Figure 1. Met2 routing.
Scale bar: 50 um.
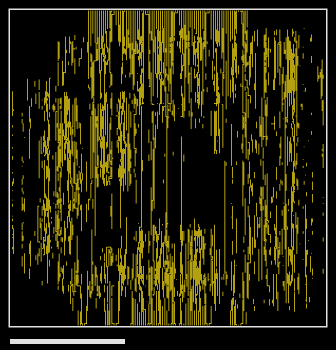
Figure 2. Routing congestion.
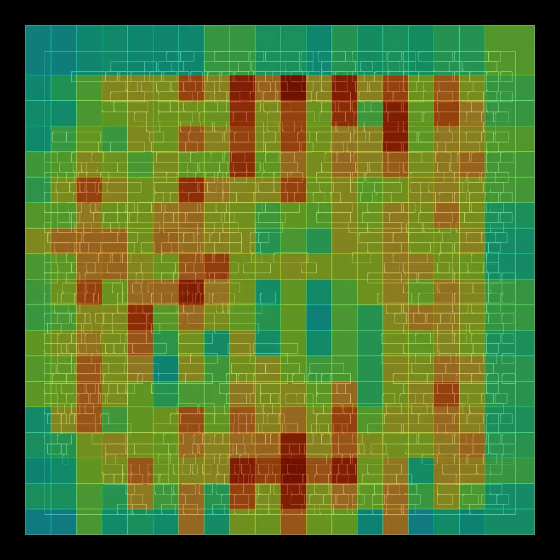
Figure 3. Register map, names as in the netlist.
Scale bar: 50 um. Other sequential cells in the stronger gray, the rest of the logic in the fainter gray.
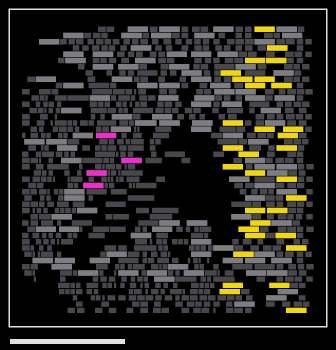
Figure 4. Selected gate families.
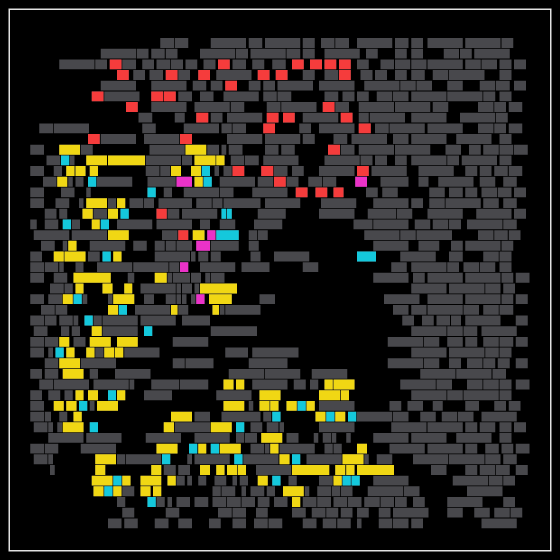
Figure 5. M3 wires.
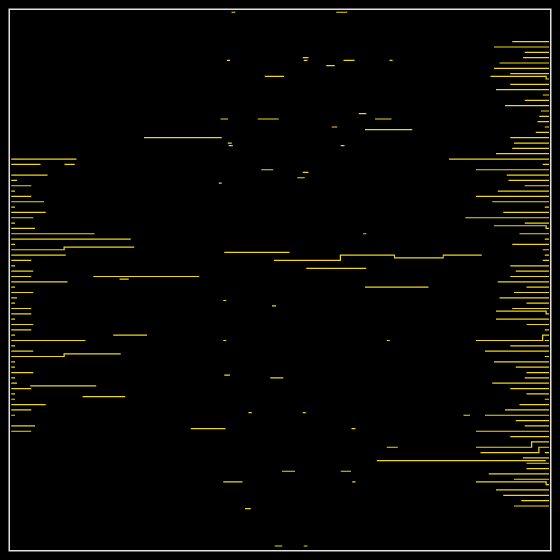
--- src/rtl/mem_arbiter_if.sv ---
// Bus bundle between the fetch/data requesters, mem_arbiter and the shared memory.
// The slave modport is the arbiter's view; master is the requester/memory side.
interface mem_arbiter_if;
   logic        i_req;
   logic [31:0] i_addr;
   logic        i_gnt;
   logic        i_rvalid;
   logic [31:0] i_rdata;

   logic        d_req;
   logic        d_we;
   logic [31:0] d_addr;
   logic [31:0] d_wdata;
   logic        d_gnt;
   logic        d_rvalid;
   logic [31:0] d_rdata;

   logic        m_we;
   logic [31:0] m_addr;
   logic [31:0] m_wdata;
   logic [31:0] m_rdata;

   logic        busy;

   modport slave (
      input  i_req, i_addr, d_req, d_we, d_addr, d_wdata, m_rdata,
      output i_gnt, i_rvalid, i_rdata, d_gnt, d_rvalid, d_rdata,
             m_we, m_addr, m_wdata, busy
   );

   modport master (
      output i_req, i_addr, d_req, d_we, d_addr, d_wdata, m_rdata,
      input  i_gnt, i_rvalid, i_rdata, d_gnt, d_rvalid, d_rdata,
             m_we, m_addr, m_wdata, busy
   );
endinterface

--- src/rtl/mem_arbiter.sv ---
// Two-port (fetch/data) arbiter onto a single-cycle shared memory, one access per 2 cycles.
// Optional macro MEM_ARBITER_RR_EN selects round-robin ties instead of data-priority with fetch anti-starvation.
module mem_arbiter #(
   parameter int unsigned STARVE_LIMIT = 4
) (
   input logic           clk,
   input logic           rst,
   mem_arbiter_if.slave  bus
);
   localparam logic [0:0] ST_IDLE = 1'b0;
   localparam logic [0:0] ST_ACC  = 1'b1;

   logic [0:0]  state_r;
   logic        id_data_r;
   logic        we_r;
   logic [31:0] addr_r;
   logic [31:0] wdata_r;
   logic        i_rvalid_r;
   logic        d_rvalid_r;
   logic [31:0] i_rdata_r;
   logic [31:0] d_rdata_r;
   logic        data_wins_s;
   logic        i_gnt_s;
   logic        d_gnt_s;

`ifdef MEM_ARBITER_RR_EN
   logic last_data_r;

   // tie-break: whichever port was not granted last wins
   always_comb begin
      if (bus.i_req && bus.d_req) begin
         data_wins_s = ~last_data_r;
      end else begin
         data_wins_s = bus.d_req;
      end
   end

   // remember the most recent winner; reset value favours data
   always_ff @(posedge clk or negedge rst) begin
      if (!rst) begin
         last_data_r <= 1'b0;
      end else if (d_gnt_s) begin
         last_data_r <= 1'b1;
      end else if (i_gnt_s) begin
         last_data_r <= 1'b0;
      end else begin
         last_data_r <= last_data_r;
      end
   end
`else
   localparam logic [3:0] LIMIT_C = 4'(STARVE_LIMIT);
   logic [3:0] starve_r;

   // data wins a tie unless fetch has lost LIMIT_C times in a row
   always_comb begin
      if (bus.i_req && bus.d_req) begin
         data_wins_s = (starve_r != LIMIT_C);
      end else begin
         data_wins_s = bus.d_req;
      end
   end

   // count fetch losses, saturating; any fetch grant clears it
   always_ff @(posedge clk or negedge rst) begin
      if (!rst) begin
         starve_r <= 4'd0;
      end else if (i_gnt_s) begin
         starve_r <= 4'd0;
      end else if (bus.i_req && d_gnt_s && (starve_r != LIMIT_C)) begin
         starve_r <= starve_r + 4'd1;
      end else begin
         starve_r <= starve_r;
      end
   end
`endif

   // grants are combinational and only possible in IDLE outside reset
   always_comb begin
      i_gnt_s = 1'b0;
      d_gnt_s = 1'b0;
      if ((state_r == ST_IDLE) && rst) begin
         d_gnt_s = data_wins_s;
         i_gnt_s = ~data_wins_s & bus.i_req;
      end else begin
         i_gnt_s = 1'b0;
         d_gnt_s = 1'b0;
      end
   end

   // access sequencer: latch winner in IDLE, complete and clear latches in ACC
   always_ff @(posedge clk or negedge rst) begin
      if (!rst) begin
         state_r    <= ST_IDLE;
         id_data_r  <= 1'b0;
         we_r       <= 1'b0;
         addr_r     <= 32'h0;
         wdata_r    <= 32'h0;
         i_rvalid_r <= 1'b0;
         d_rvalid_r <= 1'b0;
         i_rdata_r  <= 32'h0;
         d_rdata_r  <= 32'h0;
      end else begin
         i_rvalid_r <= 1'b0;
         d_rvalid_r <= 1'b0;
         case (state_r)
            ST_IDLE: begin
               if (i_gnt_s || d_gnt_s) begin
                  state_r   <= ST_ACC;
                  id_data_r <= d_gnt_s;
                  we_r      <= d_gnt_s & bus.d_we;
                  addr_r    <= d_gnt_s ? bus.d_addr : bus.i_addr;
                  wdata_r   <= d_gnt_s ? bus.d_wdata : 32'h0;
               end else begin
                  state_r <= ST_IDLE;
               end
            end
            ST_ACC: begin
               state_r   <= ST_IDLE;
               id_data_r <= 1'b0;
               we_r      <= 1'b0;
               addr_r    <= 32'h0;
               wdata_r   <= 32'h0;
               if (id_data_r) begin
                  d_rvalid_r <= 1'b1;
                  // writes only acknowledge; d_rdata keeps the last read value
                  if (!we_r) begin
                     d_rdata_r <= bus.m_rdata;
                  end else begin
                     d_rdata_r <= d_rdata_r;
                  end
               end else begin
                  i_rvalid_r <= 1'b1;
                  i_rdata_r  <= bus.m_rdata;
               end
            end
            default: begin
               state_r <= ST_IDLE;
            end
         endcase
      end
   end

   assign bus.i_gnt    = i_gnt_s;
   assign bus.d_gnt    = d_gnt_s;
   assign bus.i_rvalid = i_rvalid_r;
   assign bus.d_rvalid = d_rvalid_r;
   assign bus.i_rdata  = i_rdata_r;
   assign bus.d_rdata  = d_rdata_r;
   assign bus.m_we     = we_r;
   assign bus.m_addr   = addr_r;
   assign bus.m_wdata  = wdata_r;
   assign bus.busy     = (state_r == ST_ACC);
endmodule

--- src/flat_wrapper.sv ---
// flat-port wrapper written by rule: the top's interface ports become plain ports
module mem_arbiter_flat 
#(
   parameter int unsigned STARVE_LIMIT = 4
)
  (clk, rst, bus_i_req, bus_i_addr, bus_d_req, bus_d_we, bus_d_addr, bus_d_wdata, bus_m_rdata, bus_i_gnt, bus_i_rvalid, bus_i_rdata, bus_d_gnt, bus_d_rvalid, bus_d_rdata, bus_m_we, bus_m_addr, bus_m_wdata, bus_busy);
  mem_arbiter_if bus_i ();
  input logic clk;
  input logic rst;
  input wire logic [$bits(bus_i.i_req)-1:0] bus_i_req;
  input wire logic [$bits(bus_i.i_addr)-1:0] bus_i_addr;
  input wire logic [$bits(bus_i.d_req)-1:0] bus_d_req;
  input wire logic [$bits(bus_i.d_we)-1:0] bus_d_we;
  input wire logic [$bits(bus_i.d_addr)-1:0] bus_d_addr;
  input wire logic [$bits(bus_i.d_wdata)-1:0] bus_d_wdata;
  input wire logic [$bits(bus_i.m_rdata)-1:0] bus_m_rdata;
  output wire logic [$bits(bus_i.i_gnt)-1:0] bus_i_gnt;
  output wire logic [$bits(bus_i.i_rvalid)-1:0] bus_i_rvalid;
  output wire logic [$bits(bus_i.i_rdata)-1:0] bus_i_rdata;
  output wire logic [$bits(bus_i.d_gnt)-1:0] bus_d_gnt;
  output wire logic [$bits(bus_i.d_rvalid)-1:0] bus_d_rvalid;
  output wire logic [$bits(bus_i.d_rdata)-1:0] bus_d_rdata;
  output wire logic [$bits(bus_i.m_we)-1:0] bus_m_we;
  output wire logic [$bits(bus_i.m_addr)-1:0] bus_m_addr;
  output wire logic [$bits(bus_i.m_wdata)-1:0] bus_m_wdata;
  output wire logic [$bits(bus_i.busy)-1:0] bus_busy;
  assign bus_i.i_req = bus_i_req;
  assign bus_i.i_addr = bus_i_addr;
  assign bus_i.d_req = bus_d_req;
  assign bus_i.d_we = bus_d_we;
  assign bus_i.d_addr = bus_d_addr;
  assign bus_i.d_wdata = bus_d_wdata;
  assign bus_i.m_rdata = bus_m_rdata;
  assign bus_i_gnt = bus_i.i_gnt;
  assign bus_i_rvalid = bus_i.i_rvalid;
  assign bus_i_rdata = bus_i.i_rdata;
  assign bus_d_gnt = bus_i.d_gnt;
  assign bus_d_rvalid = bus_i.d_rvalid;
  assign bus_d_rdata = bus_i.d_rdata;
  assign bus_m_we = bus_i.m_we;
  assign bus_m_addr = bus_i.m_addr;
  assign bus_m_wdata = bus_i.m_wdata;
  assign bus_busy = bus_i.busy;
  mem_arbiter #(.STARVE_LIMIT(STARVE_LIMIT)) u_core (.clk(clk), .rst(rst), .bus(bus_i));
endmodule
--- config.mk ---
export PLATFORM = sky130hd
export DESIGN_NAME = mem_arbiter_flat
export DESIGN_NICKNAME = d
export VERILOG_FILES = /design/src/rtl/mem_arbiter_if.sv /design/src/rtl/mem_arbiter.sv /design/src/flat_wrapper.sv
export SDC_FILE = /design/constraint.sdc
export NUM_CORES = 1
export LEC_CHECK = 0
export CAP_MARGIN = 20
export CORE_MARGIN = 5
export CORE_UTILIZATION = 39
export CTS_CLUSTER_DIAMETER = 150
export DETAILED_ROUTE_END_ITERATION = 7
export PLACE_DENSITY = 0.77
export SLEW_MARGIN = 20
export SYNTH_ARGS = -nofsm -noshare
export SYNTH_HDL_FRONTEND = slang
export SYNTH_SLANG_ARGS = --single-unit
export TNS_END_PERCENT = 30
--- constraint.sdc ---
create_clock -name clk -period 1.5 [get_ports clk]
set_input_delay 0.3 -clock clk [delete_from_list [all_inputs] [get_ports clk]]
set_output_delay 0.3 -clock clk [all_outputs]
set_load 0.02 [all_outputs]
==> metrics.yaml <==
clock_tree:
  tritoncts: "built"
  cts_buffers: 17
  cts_max_path_buffers: 2
  clk_latency_ns: 0.42
  ctsRootBufferMaster: "clkbuf_16"
  cts.sinks: 137
  cts.clk_slew.worst_paths_ns: 0.07
  htree_num_levels: 4
synthesis:
  ys_types: 35
  synth-edff-count: 0
  yosys-top-cells-area: "dfrtp_1 (54%), mux2_2 (11%), a221oi_2 (7.1%), a22o_1 (4.6%), o21bai_1 (3.8%)"
  top_area_cell: "dfrtp_1"
  ys_ff: 137
  postSynthCellCount: 507
  ys_chip_area_mm2: 0.00635
  yosys_warnings: 0
  synthArstFlopShare_pct: 100
  ys_cells: 507
  synthesis.area_mm2: 0.00635
  postSynthSeqShare_pct: 54.0
  ff_type: "dfrtp_1"
  top_cell_area_share_pct: 54.0
  syn-num-nets: 642
  avgSynthCellArea_um2: 12.5
power_and_ir_drop:
  power_uw: 14400
  ir_drop_uv: 927
  p_per_area_mw_per_mm2: 1410
  p_leak_uw: 0.00469
layout:
  syn2layout_area_growth_pct: 60.6
  drive_gt1_share_pct: 23.5
  final-comb-area_mm2: 0.00272
  layout_top_cells: "dfrtp_1 (136), clkdlybuf4s50_1 (130), dlygate4sd2_1 (123)"
  fillers: 1234
  insertedDiodeCount: 0
  layout.nets: 923
drt:
  wl_per_cell_um: 19.4
  ant_nets: 0
  drcViolationCount: 0
  drtIter0Drc: 217
  vias_per_cell: 5.12
  firstDrtPassIters: 5
worst_hold_path:
  min_path_type: "in -> async"
die:
  io_pins: 267
  fp_util_pct: 39.8
  core_area_mm2: 0.0159
  chipWidth_um: 138
  dieHeight_um: 138
  num_rows: 46
  die_area_mm2: 0.0189
placed_design:
  dpl.cell_count: 970
  place_congestion: 0.826
  portBuffers: 266
  dpl.hpwl_um: 13400
timing:
  slew_viol_final: 0
  slew_headroom_pct: 55.7
  worst_pin_slew_ns: 0.665
  timing.final.ws_setup_ns: -0.408
  fin_crit_ns: 1.91
  max_freq_mhz: 524
  setup_viol: 75
  hold_viol: 0
  skew_ns: 0.00911
  rsz0062_at_grt: "true"
  finalCritPeriodShare_pct: 127
worst_setup_path:
  arrival_ns: 1.61
  cp_max_fo: 2
  cp.required_ns: 1.20
  critPathLaunchType: "register"
  path_class: "reg -> out"
  crit_path_end_kind: "output port"
global_routing:
  grt_pass1_wl_um: 29800
  antenna_found_initial: 0
  grt_pass1_vias: 5695
  grt_max_degree: 133
  grt_overflow: 0
flow_run:
  warnings: 32
  drv_cap: 0
outcome:
  status: "finished, violations left"
  failed_checks: "negative setup slack"
Back to the opening pictures, Figure 1:
The wires run mostly vertical. The layer holds 50% of the routed length.
final wirelength: 19700 um
routed vias: 5211
M2 GR Usage: 33.5%

Back to the opening pictures, Figure 2:
GR Util met3: 5.62%
total track usage: 20.1%

Back to the opening pictures, Figure 3:
Key: u_core.bus.i_rdata = yellow [placed flops 32, where a column on the right]; u_core.starve_r = magenta [placed flops 4]
Another 101 sequential cells are not colored.
seq pwr: 5220 uW
Core Util, Final: 63.9%
Sequential Area: 0.00343 mm2

Back to the opening pictures, Figure 4:
Key: aoi and oai cells = yellow [cells 102]; non-inverting ao/oa cells = red [cells 36, where north]; and/or cells = magenta [cells 6]; nor cells = cyan [cells 37]
Commonest Layout Cell: dfrtp_1
non-filler cells, final: 1017
Comb area share: 26.6%

Back to the opening pictures, Figure 5:
162 nets have wire on it. The layer carries 1440 um of wire. The layer holds 7.3% of the routed length.

## sequential cells by signal, indices dropped and copies added, names as in the netlist, 4 cells and up
register and count:
u_core.bus.d_rdata 32, u_core.bus.i_rdata 32, u_core.starve_r 4, u_core.bus.m_wdata 32, u_core.bus.m_addr 32
## stage by stage
stage	hold WS [ns]	setup WS [ns]	instance area, um2	util, %	TNS, ns
after floorplan	0.00441	-0.0705	6370	-	-2.98
after global placement	0.233	-0.674	9340	58.6	-28.74
after detailed placement	0.236	-0.686	9340	58.6	-32.17
after CTS	0.0594	-0.470	10000	62.8	-9.43
after global routing	0.0843	-0.497	10200	63.9	-14.74
final	0.0672	-0.408	10200	63.9	-8.54
## metal layers
layer / global-route usage, % / wire, um / vias to the layer above
li1: - / - / 2392
met1: 24.1 / 7830 / 2571
met2: 33.5 / 9860 / 204
met3: 5.62 / 1440 / 44
met4: 8.87 / 561 / 0
met5: 0 / 0 / -
## worst paths after layout
path	start	cells after the start	end	slack, ns
max in group asynchronous	rst	3	u_core.bus.m_addr[27]	0.78
hold / removal	rst	3	u_core.bus.m_addr[25]	0.07
hold reg to reg	u_core.bus.m_wdata[9]	1	u_core.bus.m_wdata[9]	0.50
setup reg to reg	u_core.starve_r[1]	8	u_core.bus.m_addr[4]	-0.22
min in group clk	bus_i_req	4	u_core.bus.busy	0.33
setup / recovery	u_core.starve_r[1]	7	bus_i_gnt	-0.41
## where the power goes
group | leakage [uW] | internal (uW) | switching, uW | total [uW]
Sequential | 0.00169 | 4670 | 547 | 5220
Clock | 0.000257 | 2180 | 1750 | 3920
Combinational | 0.00275 | 2520 | 2750 | 5270
## timing repair
action                     in CTS  in global routing
setup endpoints to repair     264                137
gates cloned                    4                  3
buffers inserted                5                  3
hold endpoints to repair        6                  0
pin swaps                      35                  5
gates resized                 165                 23
hold buffers                    1                  0
## Yosys cell counts (2+ instances only)
cell      instances
a21o_1            2
o21bai_1         32
buf_6             5
a221oi_2         30
inv_1            36
buf_2            20
nand2_1           6
mux2_2           63
and3_1            2
nor2b_1          33
ha_1              2
buf_4             2
or3_1             2
a221oi_1          2
clkbuf_1         16
o22ai_1          32
nor2_1            2
nand2b_1         34
o21ai_0           2
dfrtp_1         137
a22o_1           33
## critical path: stages (launching register included)
cell      delay, ns
dfrtp_1        0.40
inv_2          0.07
ha_4           0.13
buf_6          0.10
nand4b_4       0.10
buf_6          0.14
a21oi_4        0.11
buf_6          0.14
## cell families after synthesis
logic type | synth area share, %
flops | 54.0
mux | 11.3
buf+inv | 5.83
fa+ha+maj | 0.394
simple gates | 8.57
compound gates | 19.9
## area by class of cell
class,instances,area share [%]
multi-input cells,290,26.6
repair buffers,306,30.2
inverters,36,1.33
clock buffers,17,4.17
flip-flops and latches,137,33.6
well taps,216,2.65
clock inverters,15,1.34
Power and IR drop assume default switching activity.
